--- src/rtl/shdw_pkg.sv ---
// Shared types and constants for the shadow-chain dump sequencer.
package shdw_pkg;

  localparam int FSL_W = 32;
  localparam logic [7:0] HDR_TAG = 8'hA5;
  localparam logic [7:0] TRL_TAG = 8'h5A;

  typedef enum logic [2:0] {
    ST_IDLE   = 3'd0,
    ST_FREEZE = 3'd1,
    ST_SELECT = 3'd2,
    ST_HDR    = 3'd3,
    ST_SHIFT  = 3'd4,
    ST_FLUSH  = 3'd5,
    ST_TRAIL  = 3'd6,
    ST_RESUME = 3'd7
  } state_t;

endpackage

--- src/rtl/shdw_word_packer.sv ---
// Serial-to-32-bit packer: LSB-first word assembly plus a saturating per-chain bit count.
module shdw_word_packer
  import shdw_pkg::*;
(
  input  logic             clk,
  input  logic             rst,
  input  logic             bit_in,
  input  logic             vld,
  input  logic             clr_word,
  input  logic             clr_cnt,
  output logic [FSL_W-1:0] word,
  output logic [23:0]      cnt,
  output logic             word_full,
  output logic             partial
);

  // idx is kept apart from cnt so packing continues after cnt saturates
  logic [4:0] idx;

  always_ff @(posedge clk or negedge rst) begin
    if (!rst) begin
      word <= '0;
      idx  <= '0;
      cnt  <= '0;
    end else if (clr_cnt) begin
      word <= '0;
      idx  <= '0;
      cnt  <= '0;
    end else if (clr_word) begin
      word <= '0;
      idx  <= '0;
    end else if (vld) begin
      word[idx] <= bit_in;
      idx       <= idx + 5'd1;
      if (cnt != 24'hFFFFFF) cnt <= cnt + 24'd1;
    end
  end

  // word_full flags the cycle in which the 32nd bit of a word is captured
  assign word_full = vld & (idx == 5'd31);
  assign partial   = (idx != 5'd0);

endmodule

--- src/rtl/shdw_dump_sched.sv ---
// Freezes the core, then streams each requested shadow chain over FSL framed by
// header/trailer control words, in ascending chain order, then unfreezes the core.
module shdw_dump_sched
  import shdw_pkg::*;
#(
  parameter int NUM_CHAINS = 32,
  parameter int FREEZE_CYC = 4
) (
  input  logic                  clk,
  input  logic                  rst,
  input  logic                  start,
  input  logic [NUM_CHAINS-1:0] chain_mask,
  output logic                  busy,
  output logic                  done,
  output logic                  c_en,
  output logic [NUM_CHAINS-1:0] dump_en,
  input  logic [NUM_CHAINS-1:0] sh_out,
  input  logic [NUM_CHAINS-1:0] sh_out_vld,
  input  logic [NUM_CHAINS-1:0] sh_out_done,
  output logic [FSL_W-1:0]      fsl_m_data,
  output logic                  fsl_m_ctrl,
  output logic                  fsl_m_write,
  input  logic                  fsl_m_full,
  output state_t                dbg_state
);

  localparam int CW = (NUM_CHAINS > 1) ? $clog2(NUM_CHAINS) : 1;

  state_t                state;
  logic [NUM_CHAINS-1:0] pend;
  logic [CW-1:0]         cur;
  logic [CW-1:0]         low_idx;
  logic [15:0]           fcnt;
  logic                  seen_done;
  logic                  sel_vld, sel_done, wr_ok;
  logic [FSL_W-1:0]      pk_word;
  logic [23:0]           pk_cnt;
  logic                  pk_word_full, pk_partial;

  assign sel_vld  = sh_out_vld[cur];
  assign sel_done = sh_out_done[cur];
  assign wr_ok    = !fsl_m_full;

  always_comb begin
    low_idx = '0;
    for (int i = NUM_CHAINS - 1; i >= 0; i--)
      if (pend[i]) low_idx = CW'(i);
  end

  shdw_word_packer u_packer (
    .clk       (clk),
    .rst       (rst),
    .bit_in    (sh_out[cur]),
    .vld       ((state == ST_SHIFT) & sel_vld),
    .clr_word  ((state == ST_FLUSH) & wr_ok),
    .clr_cnt   ((state == ST_TRAIL) & wr_ok),
    .word      (pk_word),
    .cnt       (pk_cnt),
    .word_full (pk_word_full),
    .partial   (pk_partial)
  );

  always_ff @(posedge clk or negedge rst) begin
    if (!rst) begin
      state     <= ST_IDLE;
      pend      <= '0;
      cur       <= '0;
      fcnt      <= '0;
      seen_done <= 1'b0;
    end else begin
      case (state)
        ST_IDLE: if (start) begin
          pend  <= chain_mask;
          fcnt  <= '0;
          state <= ST_FREEZE;
        end
        ST_FREEZE: begin
          if (fcnt == 16'(FREEZE_CYC - 1)) state <= ST_SELECT;
          else fcnt <= fcnt + 16'd1;
        end
        ST_SELECT: begin
          if (pend == '0) state <= ST_RESUME;
          else begin
            cur   <= low_idx;
            state <= ST_HDR;
          end
        end
        ST_HDR: if (wr_ok) begin
          seen_done <= 1'b0;
          state     <= ST_SHIFT;
        end
        // a bit arriving with done is captured first; a full word always flushes before the trailer
        ST_SHIFT: begin
          if (pk_word_full) begin
            seen_done <= sel_done;
            state     <= ST_FLUSH;
          end else if (sel_done) begin
            seen_done <= 1'b1;
            state     <= (pk_partial | sel_vld) ? ST_FLUSH : ST_TRAIL;
          end
        end
        ST_FLUSH: if (wr_ok) state <= seen_done ? ST_TRAIL : ST_SHIFT;
        ST_TRAIL: if (wr_ok) begin
          pend[cur] <= 1'b0;
          state     <= ST_SELECT;
        end
        ST_RESUME: state <= ST_IDLE;
        default:   state <= ST_IDLE;
      endcase
    end
  end

  // FSL handshake: fsl_m_write pulses only in HDR/FLUSH/TRAIL while fsl_m_full is low;
  // data and ctrl come from held state, so they stay stable while the FIFO is full.
  always_comb begin
    busy        = (state != ST_IDLE);
    done        = (state == ST_RESUME);
    c_en        = (state == ST_IDLE) || (state == ST_RESUME);
    dump_en     = '0;
    if (state == ST_SHIFT) dump_en[cur] = 1'b1;
    fsl_m_ctrl  = (state == ST_HDR) || (state == ST_TRAIL);
    fsl_m_write = ((state == ST_HDR) || (state == ST_FLUSH) || (state == ST_TRAIL)) && wr_ok;
    case (state)
      ST_HDR:   fsl_m_data = {HDR_TAG, 16'h0, 8'(cur)};
      ST_FLUSH: fsl_m_data = pk_word;
      ST_TRAIL: fsl_m_data = {TRL_TAG, pk_cnt};
      default:  fsl_m_data = '0;
    endcase
  end

  assign dbg_state = state;

endmodule

--- config.mk ---
export PLATFORM = sky130hd
export DESIGN_NAME = shdw_dump_sched
export DESIGN_NICKNAME = d
export VERILOG_FILES = /design/src/rtl/shdw_pkg.sv /design/src/rtl/shdw_word_packer.sv /design/src/rtl/shdw_dump_sched.sv
export SDC_FILE = /design/constraint.sdc
export NUM_CORES = 1
export LEC_CHECK = 0
export CORE_MARGIN = 4
export CORE_UTILIZATION = 50
export CTS_CLUSTER_DIAMETER = 40
export DETAILED_ROUTE_END_ITERATION = 6
export PLACE_DENSITY = 0.9
export SYNTH_ARGS = -nofsm -noshare
export SYNTH_HDL_FRONTEND = slang
export SYNTH_SLANG_ARGS = --single-unit
--- constraint.sdc ---
create_clock -name clk -period 2.5 [get_ports clk]
set_input_delay 0.625 -clock clk [delete_from_list [all_inputs] [get_ports clk]]
set_output_delay 0.625 -clock clk [all_outputs]
set_load 0.03 [all_outputs]
==> flow_summary.toml, run 1 <==
# physical design summary
[critical_path]
start_kind = "flip-flop"
r2r-start = "cur[3]"
cp_slowest_cell = "dfrtp_1"
worst_r2r_endpoint = "u_packer.cnt[11]"

[synth]
ys_seq_share_pct = 39.0
fa_ha_area_share_pct = 1.16
ys_top_cells_by_area = "dfrtp_1 39%, mux2i_1 8.6%, nand2_1 7.1%, a22o_1 7.1%, nor2_1 4.3%"
ys_warn_count = 0
synth-edff-count = 0

[detailed_routing]
met2_length_microns = 16600
drc = 1
totalWireLength_microns = 35600

[power]
p_clk_mw = 2.48
ir_worst_vdd_uv = 740
power.leakage_nw = 5.36
power.switching_mw = 5.45
intPower_mw = 6.74
pg_comb_mw = 6.83

[global_route]
grt.busiest_layer = "met2"
grt_pass1_wl_microns = 47100
grt_use_met1_pct = 45.2
use_met2_pct = 59.5

[timing]
setup_ws_ps = -157
drv_slew = 0
setup_violations = 116

[run_status]
status = "complete, but fails checks"
violations = "DRC, setup timing"

[clocking]
cts.sinks = 118
cts_root_buf = "clkbuf_16"
post-cts-setup-buffers = 12
cts_max_level = 4
numCtsBuffers = 17

[final_layout]
dominant_cells = "multi-input combinational cells"
top_regs = "pend x32, u_packer.word x32, u_packer.cnt x24"
area_growth_pct = 57.9
fill_cells = 724
layout.nets = 1263

[flow_run]
warnings = 32
Figure 1. Cell sizes after repair (run 1).
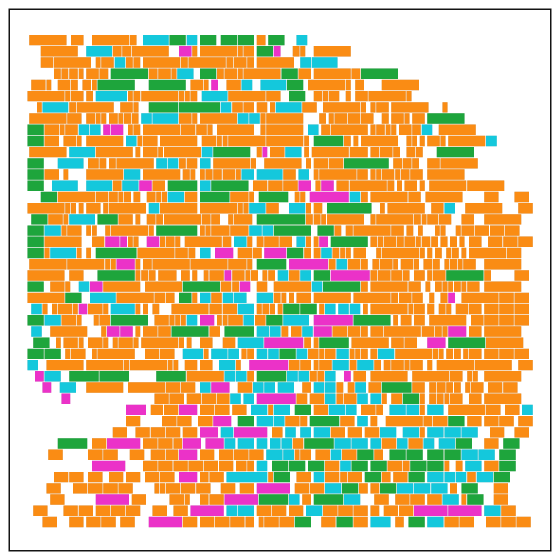
| color | size | cells | share | most used |
|---|---|---|---|---|
| magenta | _2 cells | 57 | 5.0% | mux4_2 |
| orange | _0 and _1 cells | 803 | 71% | nand2_1 |
| cyan | _3 and _4 cells | 169 | 15% | buf_4 |
| green | _6 and larger | 108 | 9.5% | buf_6 |

Figure 2. Met2 routing (run 1).
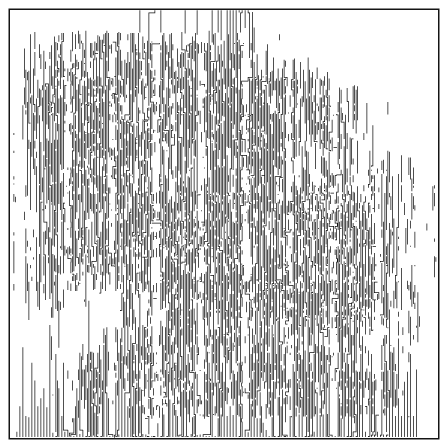
nets with wire on the layer: 1161
longest straight run: 41.6 microns
main direction: vertical
wire length on this layer: 16600 microns
share of all routed wire: 47%

Figure 3. Cell classes on the final placement (run 1).
Scale bar: 50 microns. Fill, decap, tap and diode cells in gray.
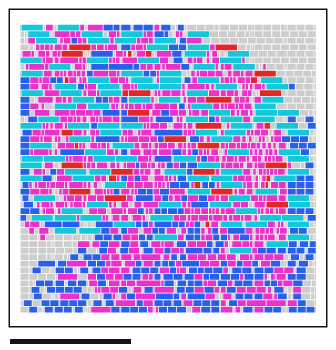
| color | class | cells | share of their area |
|---|---|---|---|
| red | clock drivers and dummy loads | 32 | 4.9% |
| blue | remaining buffers and delay cells | 303 | 27% |
| magenta | combinational and other logic | 684 | 43% |
| cyan | sequential cells | 118 | 25% |

--- run 2 (diff from run 1) ---
--- a/config.mk
+++ b/config.mk
@@ -5,7 +5,7 @@
 export SDC_FILE = /design/constraint.sdc
 export NUM_CORES = 1
 export LEC_CHECK = 0
-export CORE_MARGIN = 4
+export CORE_MARGIN = 2
 export CORE_UTILIZATION = 50
 export CTS_CLUSTER_DIAMETER = 40
 export DETAILED_ROUTE_END_ITERATION = 6
Figure 4. Clock routing (run 2).
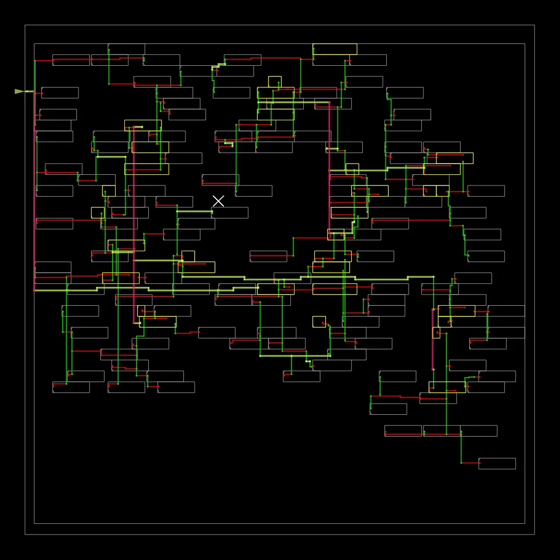
clock latency on the worst-skew pair: 420 ps
TritonCTS sink count: 118

Figure 5. Logic cells by family (run 2).
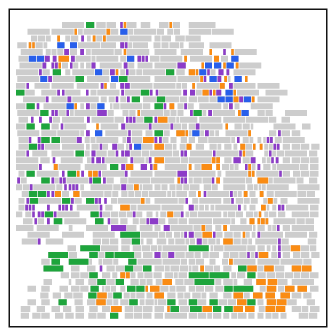
| color | family | cells | most used |
|---|---|---|---|
| orange | nor cells | 124 | nor2_1 |
| green | mux cells | 75 | mux2i_1 |
| blue | xor and xnor cells | 26 | xor2_1 |
| purple | nand cells | 193 | nand2_1 |

==> flow_summary.toml, run 2 <==
# physical design summary
[run_status]
status = "complete, but fails checks"
violations = "DRC, setup timing"

[synth]
ys_sh_xor_pct = 3.01
ys_top_cells_by_area = "dfrtp_1 39%, mux2i_1 8.6%, nand2_1 7.1%, a22o_1 7.1%, nor2_1 4.3%"
ys_warn_count = 0
ys_seq_share_pct = 39.0
synth-edff-count = 0

[detailed_routing]
met2_length_microns = 15100
totalWireLength_microns = 31300
drc = 4

[timing]
setup_violations = 58
setup_ws_ps = -180
holdWs_ps = 183
drv_slew = 0

[final_layout]
top_regs = "pend x32, u_packer.word x32, u_packer.cnt x24"
dominant_cells = "multi-input combinational cells"
layout.nets = 1260
area_growth_pct = 54.0

[global_route]
use_met2_pct = 54.4
grt_use_met1_pct = 43.9
grt.busiest_layer = "met2"
grt_pass1_wl_microns = 42200

[critical_path]
worst_r2r_endpoint = "dbg_state[1]"
cp_slowest_cell = "dfrtp_2"
start_kind = "flip-flop"

[power]
ir_worst_vdd_uv = 655
power.leakage_nw = 5.24
p_clk_mw = 2.61
intPower_mw = 6.51

[clocking]
numCtsBuffers = 17

[flow_run]
warnings = 32
